**config.mk**
```make
export PLATFORM = sky130hd
export DESIGN_NAME = hs_deser_rx_flat
export DESIGN_NICKNAME = d
export VERILOG_FILES = /design/src/rtl/hs_deser_rx_if.sv /design/src/rtl/hs_deser_rx.sv /design/src/flat_wrapper.sv
export SDC_FILE = /design/constraint.sdc
export NUM_CORES = 1
export LEC_CHECK = 0
export CAP_MARGIN = 20
export CORE_AREA = 10 10 71 67
export CTS_CLUSTER_DIAMETER = 60
export CTS_CLUSTER_SIZE = 40
export DETAILED_ROUTE_END_ITERATION = 10
export DIE_AREA = 0 0 81 77
export PLACE_DENSITY = 0.8
export SYNTH_ARGS = -nofsm -noshare
export SYNTH_HDL_FRONTEND = slang
export SYNTH_SLANG_ARGS = --single-unit
```
**constraint.sdc**
```tcl
create_clock -name clk -period 2 [get_ports clk]
set_clock_uncertainty 0.15 [all_clocks]
set_input_delay 0.2 -clock clk [delete_from_list [all_inputs] [get_ports clk]]
set_output_delay 0.2 -clock clk [all_outputs]
set_load 0.02 [all_outputs]
```
**src/rtl/hs_deser_rx_if.sv**
```systemverilog
// ============================================================================
//  Module      : hs_deser_rx_if
//  Description : Serial-in / symbol-out bundle for the 10-bit symbol receiver.
//                The master side drives the bit strobe and the serial data.
//                The slave side (the deserializer) returns the symbols.
//  Revision    : 1.0 - initial release
// ============================================================================
`default_nettype none

interface hs_deser_rx_if;
  logic       shift_enable;
  logic       serial_in;
  logic [9:0] parallel_out;
  logic       word_valid;
  logic       is_comma;
  logic       locked;

  modport master (
    output shift_enable,
    output serial_in,
    input  parallel_out,
    input  word_valid,
    input  is_comma,
    input  locked
  );

  modport slave (
    input  shift_enable,
    input  serial_in,
    output parallel_out,
    output word_valid,
    output is_comma,
    output locked
  );
endinterface

`default_nettype wire

```
**src/rtl/hs_deser_rx.sv**
```systemverilog
// ============================================================================
//  Module      : hs_deser_rx
//  Description : 10-bit serial symbol deserializer with K28.5 comma alignment.
//                It hunts for a comma to find the symbol boundary. Once
//                locked, it emits one symbol per 10 bit strobes. It realigns
//                after REALIGN_THRESH consecutive off-boundary commas.
//  Revision    : 1.0 - initial release
// ============================================================================
`default_nettype none

module hs_deser_rx #(
  parameter int REALIGN_THRESH = 2  // legal range 1..7
) (
  input  wire logic    clk,
  input  wire logic    n_rst,
  hs_deser_rx_if.slave bus
);

  localparam logic [0:0] HUNT   = 1'b0;
  localparam logic [0:0] LOCKED = 1'b1;

  localparam logic [9:0] c_comma_neg = 10'b0011111010;  // K28.5, RD-
  localparam logic [9:0] c_comma_pos = 10'b1100000101;  // K28.5, RD+
  localparam logic [3:0] c_full      = 4'd10;
  localparam logic [3:0] c_last_bit  = 4'd9;
  localparam logic [3:0] c_thresh    = 4'(REALIGN_THRESH);

  logic [0:0] r_state;
  logic [9:0] r_sr;
  logic [3:0] r_fill;
  logic [3:0] r_bit_cnt;
  logic [2:0] r_realign_cnt;
  logic [9:0] r_parallel_out;
  logic       r_word_valid;
  logic       r_is_comma;

  logic [9:0] w_sr_next;
  logic       w_match;
  logic       w_full;
  logic [3:0] w_realign_inc;

  // Look one bit ahead: decisions are made on the window that this strobe
  // completes. The window counts as full on the strobe that delivers bit 10.
  always_comb begin
    w_sr_next     = {r_sr[8:0], bus.serial_in};
    w_match       = (w_sr_next == c_comma_neg) || (w_sr_next == c_comma_pos);
    w_full        = (r_fill >= c_last_bit);
    w_realign_inc = {1'b0, r_realign_cnt} + 4'd1;
  end

  // Shift window, boundary tracking and symbol output registers.
  always_ff @(posedge clk) begin
    if (!n_rst) begin
      r_state        <= HUNT;
      r_sr           <= '0;
      r_fill         <= '0;
      r_bit_cnt      <= '0;
      r_realign_cnt  <= '0;
      r_parallel_out <= '0;
      r_word_valid   <= 1'b0;
      r_is_comma     <= 1'b0;
    end else begin
      r_word_valid <= 1'b0;
      if (bus.shift_enable) begin
        r_sr <= w_sr_next;
        if (r_fill != c_full) begin
          r_fill <= r_fill + 4'd1;
        end
        case (r_state)
          HUNT: begin
            if (w_match && w_full) begin
              r_parallel_out <= w_sr_next;
              r_word_valid   <= 1'b1;
              r_is_comma     <= 1'b1;
              r_bit_cnt      <= '0;
              r_realign_cnt  <= '0;
              r_state        <= LOCKED;
            end
          end
          LOCKED: begin
            if (r_bit_cnt == c_last_bit) begin
              // On-boundary symbol: always emitted. Only a comma here
              // confirms the boundary and clears the slip evidence.
              r_parallel_out <= w_sr_next;
              r_word_valid   <= 1'b1;
              r_is_comma     <= w_match;
              r_bit_cnt      <= '0;
              if (w_match) begin
                r_realign_cnt <= '0;
              end
            end else if (w_match && (w_realign_inc == c_thresh)) begin
              // Enough off-boundary commas: adopt this edge as the boundary.
              r_parallel_out <= w_sr_next;
              r_word_valid   <= 1'b1;
              r_is_comma     <= 1'b1;
              r_bit_cnt      <= '0;
              r_realign_cnt  <= '0;
            end else begin
              if (w_match) begin
                r_realign_cnt <= w_realign_inc[2:0];
              end
              r_bit_cnt <= r_bit_cnt + 4'd1;
            end
          end
          default: begin
            r_state <= HUNT;
          end
        endcase
      end
    end
  end

  assign bus.parallel_out = r_parallel_out;
  assign bus.word_valid   = r_word_valid;
  assign bus.is_comma     = r_is_comma;
  assign bus.locked       = (r_state == LOCKED);

endmodule

`default_nettype wire

```
**src/flat_wrapper.sv**
```systemverilog
// flat-port wrapper written by rule: the top's interface ports become plain ports
module hs_deser_rx_flat 
#(
  parameter int REALIGN_THRESH = 2                     
)
  (clk, n_rst, bus_shift_enable, bus_serial_in, bus_parallel_out, bus_word_valid, bus_is_comma, bus_locked);
  hs_deser_rx_if bus_i ();
  input  wire logic clk;
  input  wire logic n_rst;
  input wire logic [$bits(bus_i.shift_enable)-1:0] bus_shift_enable;
  input wire logic [$bits(bus_i.serial_in)-1:0] bus_serial_in;
  output wire logic [$bits(bus_i.parallel_out)-1:0] bus_parallel_out;
  output wire logic [$bits(bus_i.word_valid)-1:0] bus_word_valid;
  output wire logic [$bits(bus_i.is_comma)-1:0] bus_is_comma;
  output wire logic [$bits(bus_i.locked)-1:0] bus_locked;
  assign bus_i.shift_enable = bus_shift_enable;
  assign bus_i.serial_in = bus_serial_in;
  assign bus_parallel_out = bus_i.parallel_out;
  assign bus_word_valid = bus_i.word_valid;
  assign bus_is_comma = bus_i.is_comma;
  assign bus_locked = bus_i.locked;
  hs_deser_rx #(.REALIGN_THRESH(REALIGN_THRESH)) u_core (.clk(clk), .n_rst(n_rst), .bus(bus_i));
endmodule
```
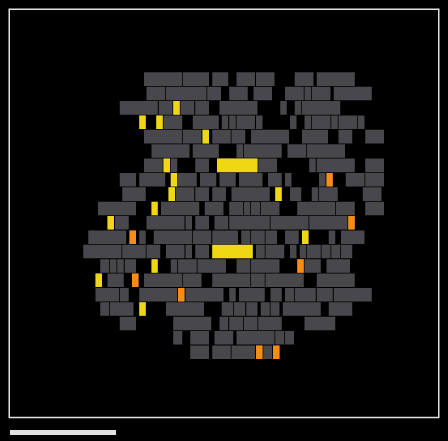
Fig. 1. Gate-type map.
The bar under the picture is 20 um long.
legend:
  orange:
    family: inv cells
    cells: 8
  yellow:
    family: nor cells
    cells: 16

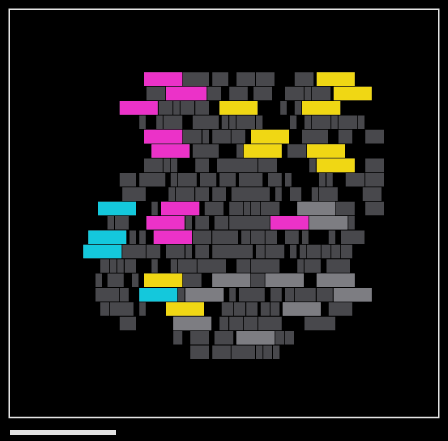
Fig. 2. Where the registers sit.
The bar under the picture is 20 um long. Other sequential cells in the stronger grey, the rest of the logic in the fainter grey.
legend:
  magenta:
    name_in_the_netlist: `u_core.r_sr`
    placed_flops: 9
  cyan:
    name_in_the_netlist: `u_core.r_fill`
    placed_flops: 4
    where: middle left
  yellow:
    name_in_the_netlist: `u_core.bus.parallel_out`
    placed_flops: 10

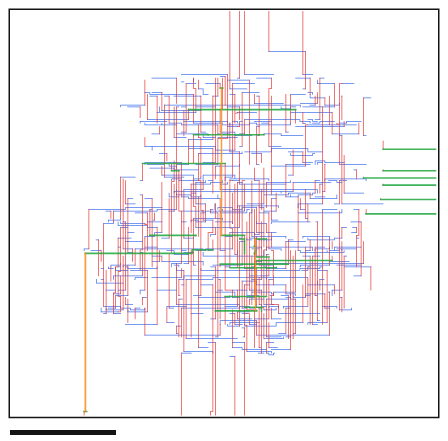
Fig. 3. Metal layers overlaid.
The bar under the picture is 20 um long.
legend:
  red:
    layer: metal 2
    wire_length: 1940 um
  blue:
    layer: metal 1
    wire_length: 1500 um
  green:
    layer: metal 3
    wire_length: 221 um
  orange:
    layer: metal 4
    wire_length: 71.4 um

==> impl_metrics.env <==
# flow metrics
export IMPL_postPlaceCellArea_mm2=0.00187
export IMPL_use_met1_pct=13.2
export IMPL_critical_path_max_stage_delay_ns=0.56
export IMPL_io_buffers=16
export IMPL_dominant_cells="multi-input combinational cells"
export IMPL_ys_flops=33
export IMPL_n_antenna_cell=0
export IMPL_insertion_delay_ns=0.28
export IMPL_wl_met1_um=1500
export IMPL_post_cts_resized=0
export IMPL_inverters=8
export IMPL_worstHoldEndpoint="u_core.bus.parallel_out[3]"
export IMPL_synthMostInstantiatedCell="dfxtp_1"
export IMPL_pg_seq_mw=0.671
export IMPL_sh_comb_area_pct=43.4
export IMPL_r2r_end="u_core.bus.parallel_out[0]"
export IMPL_final_antenna_net_count=0
export IMPL_maxPowerGroup="registers"
export IMPL_yosys_cells=168
export IMPL_ys_sh_xor_pct=1.68
export IMPL_synthDominantCellAreaShare_pct=42.3
export IMPL_pre_cts_slack_ns=-0.273
export IMPL_firstDrtPassIters=4
export IMPL_critPathLaunchType="flop"
export IMPL_num_vias=1327
export IMPL_fp_util_pct=47.3
export IMPL_fp_nets=180
export IMPL_reg2reg_setup_slack_ns=-0.15
export IMPL_p_sw_mw=0.267
export IMPL_synth_cell_types=31
export IMPL_crit_end="u_core.bus.parallel_out[0]"
export IMPL_wl_met2_um=1940
export IMPL_setup_viol=15
export IMPL_chipHeight_um=77
export IMPL_min_from="u_core.bus.parallel_out[3]"
export IMPL_well_tap_count=44
export IMPL_synthMuxAreaShare_pct=12.2
export IMPL_htree_levels=2
export IMPL_top_layer="met4"
export IMPL_worstPathRequired_ns=2.05
export IMPL_fin_crit_sh_pct=107
export IMPL_p_comb_share_pct=6.0
export IMPL_layout_top_cells="dfxtp_1, nand2_1, mux2i_1, buf_4, clkdlybuf4s50_1"
export IMPL_clkbuf_count=7
export IMPL_setup_tns_final_ns=-1.67
export IMPL_violations="setup timing"
export IMPL_syn_inst=168
export IMPL_cts_max_path_buffers=2
export IMPL_fin_area_mm2=0.00202
export IMPL_wl_met3_um=220
export IMPL_crit_buf_inv=1
export IMPL_rsz0062_at_grt="true"
export IMPL_clk_pin_slew_worst_paths_ns=0.06
export IMPL_flops=33
export IMPL_p_seq_share_pct=54.3
export IMPL_clk_share_pct=4.28
export IMPL_ys_seq_share_pct=42.3
export IMPL_hold_depth=2
export IMPL_path_depth=6
export IMPL_logic_family="simple AND/OR/NAND/NOR gates"
export IMPL_drc_errors=0
export IMPL_yosys_warnings=0
export IMPL_place_congestion=0.804
export IMPL_p_clk_mw=0.490
export IMPL_non_clock_buffer_area_share_pct=15.3
export IMPL_slew_viol_final=0
export IMPL_tool_warnings=34
export IMPL_grt_pass1_vias=1360
export IMPL_rows=20
export IMPL_num_io_pins=17
export IMPL_grt_max_degree=29
export IMPL_synth_top_cell_by_area="dfxtp_1"
export IMPL_area_leaders="dfxtp_1, mux2i_1, nand2_1"
export IMPL_adder_share_pct=6.41
export IMPL_die_area_mm2=0.00624
export IMPL_holdCritPathClass="reg -> reg"
export IMPL_power_leakage_nw=0.742
export IMPL_cts_hold_buf=0
export IMPL_period_minus_slack_ns=2.15
export IMPL_startpoint="u_core.r_sr[0]"
export IMPL_ys_area_mm2=0.00156
export IMPL_final_cell_count_no_fill=244
export IMPL_final_util_pct=61.1
export IMPL_largest_register_ff_count=10
export IMPL_total_power_mw=1.23
export IMPL_ff_type="dfxtp_1"
export IMPL_power_share_clock_pct=39.7
export IMPL_dp_hpwl_um=2730
export IMPL_grt_first_pass_wirelength_um=6220
export IMPL_grt_util_met3_pct=3.96
export IMPL_cp_top_family="simple AND/OR/NAND/NOR gates"
export IMPL_finalHoldViolations=0
export IMPL_aoi_share_pct=9.93
export IMPL_seqAreaFraction_pct=32.8
export IMPL_critPathKind="reg -> reg"
export IMPL_synth_area_mm2=0.00156
export IMPL_arrival_ns=2.20
export IMPL_nets=212
export IMPL_max_freq_mhz=466
export IMPL_fillers=278
export IMPL_critPathMaxFanout=9
export IMPL_numCtsBuffers=5
export IMPL_ys_top_cells_by_count="dfxtp_1, nand2_1, mux2i_1, nor2_1, nand3_1"
export IMPL_synth_avg_cell_area_um2=9.30
export IMPL_cts_sinks=33
export IMPL_async_flop_share_pct=0
export IMPL_max_slew_margin_pct=57.7
export IMPL_grt_overflow=0
export IMPL_antenna_found_initial=0
export IMPL_worstMarginPinSlew_ns=0.634
export IMPL_r2r_start="u_core.r_sr[0]"
export IMPL_cellPowerDensity_mw_per_mm2=612
export IMPL_p_int_mw=0.967
export IMPL_wl_um=3730
export IMPL_flop_area_um2=662
export IMPL_drt_iter0_markers=114
export IMPL_core_mm2=0.00330
export IMPL_setup_ws_ns=-0.146
export IMPL_grt_use_total_pct=12.3
export IMPL_run_status="finished, violations left"
export IMPL_end_kind="flop"
export IMPL_nMultiInputCombCells=118
export IMPL_edf_count=0
export IMPL_worstPathCellList="or4b_4, nor4_4, o221ai_2, a22oi_4, buf_12, mux2i_1"
export IMPL_p_comb_mw=0.0736
export IMPL_dp_cells=236
export IMPL_comb_area_um2=876
export IMPL_drive_above_1_share_pct=19.0
export IMPL_critPathSlowestCell="or4b_4"
export IMPL_postCtsSetupBuffers=0
export IMPL_area_delta_synth_final_pct=29.1
export IMPL_whs_ns=0.309
export IMPL_top_usage_layer="met2"
export IMPL_grt_use_met2_pct=20.9
export IMPL_die_width_um=81
export IMPL_buffers=34
export IMPL_wire_per_inst_um=15.3
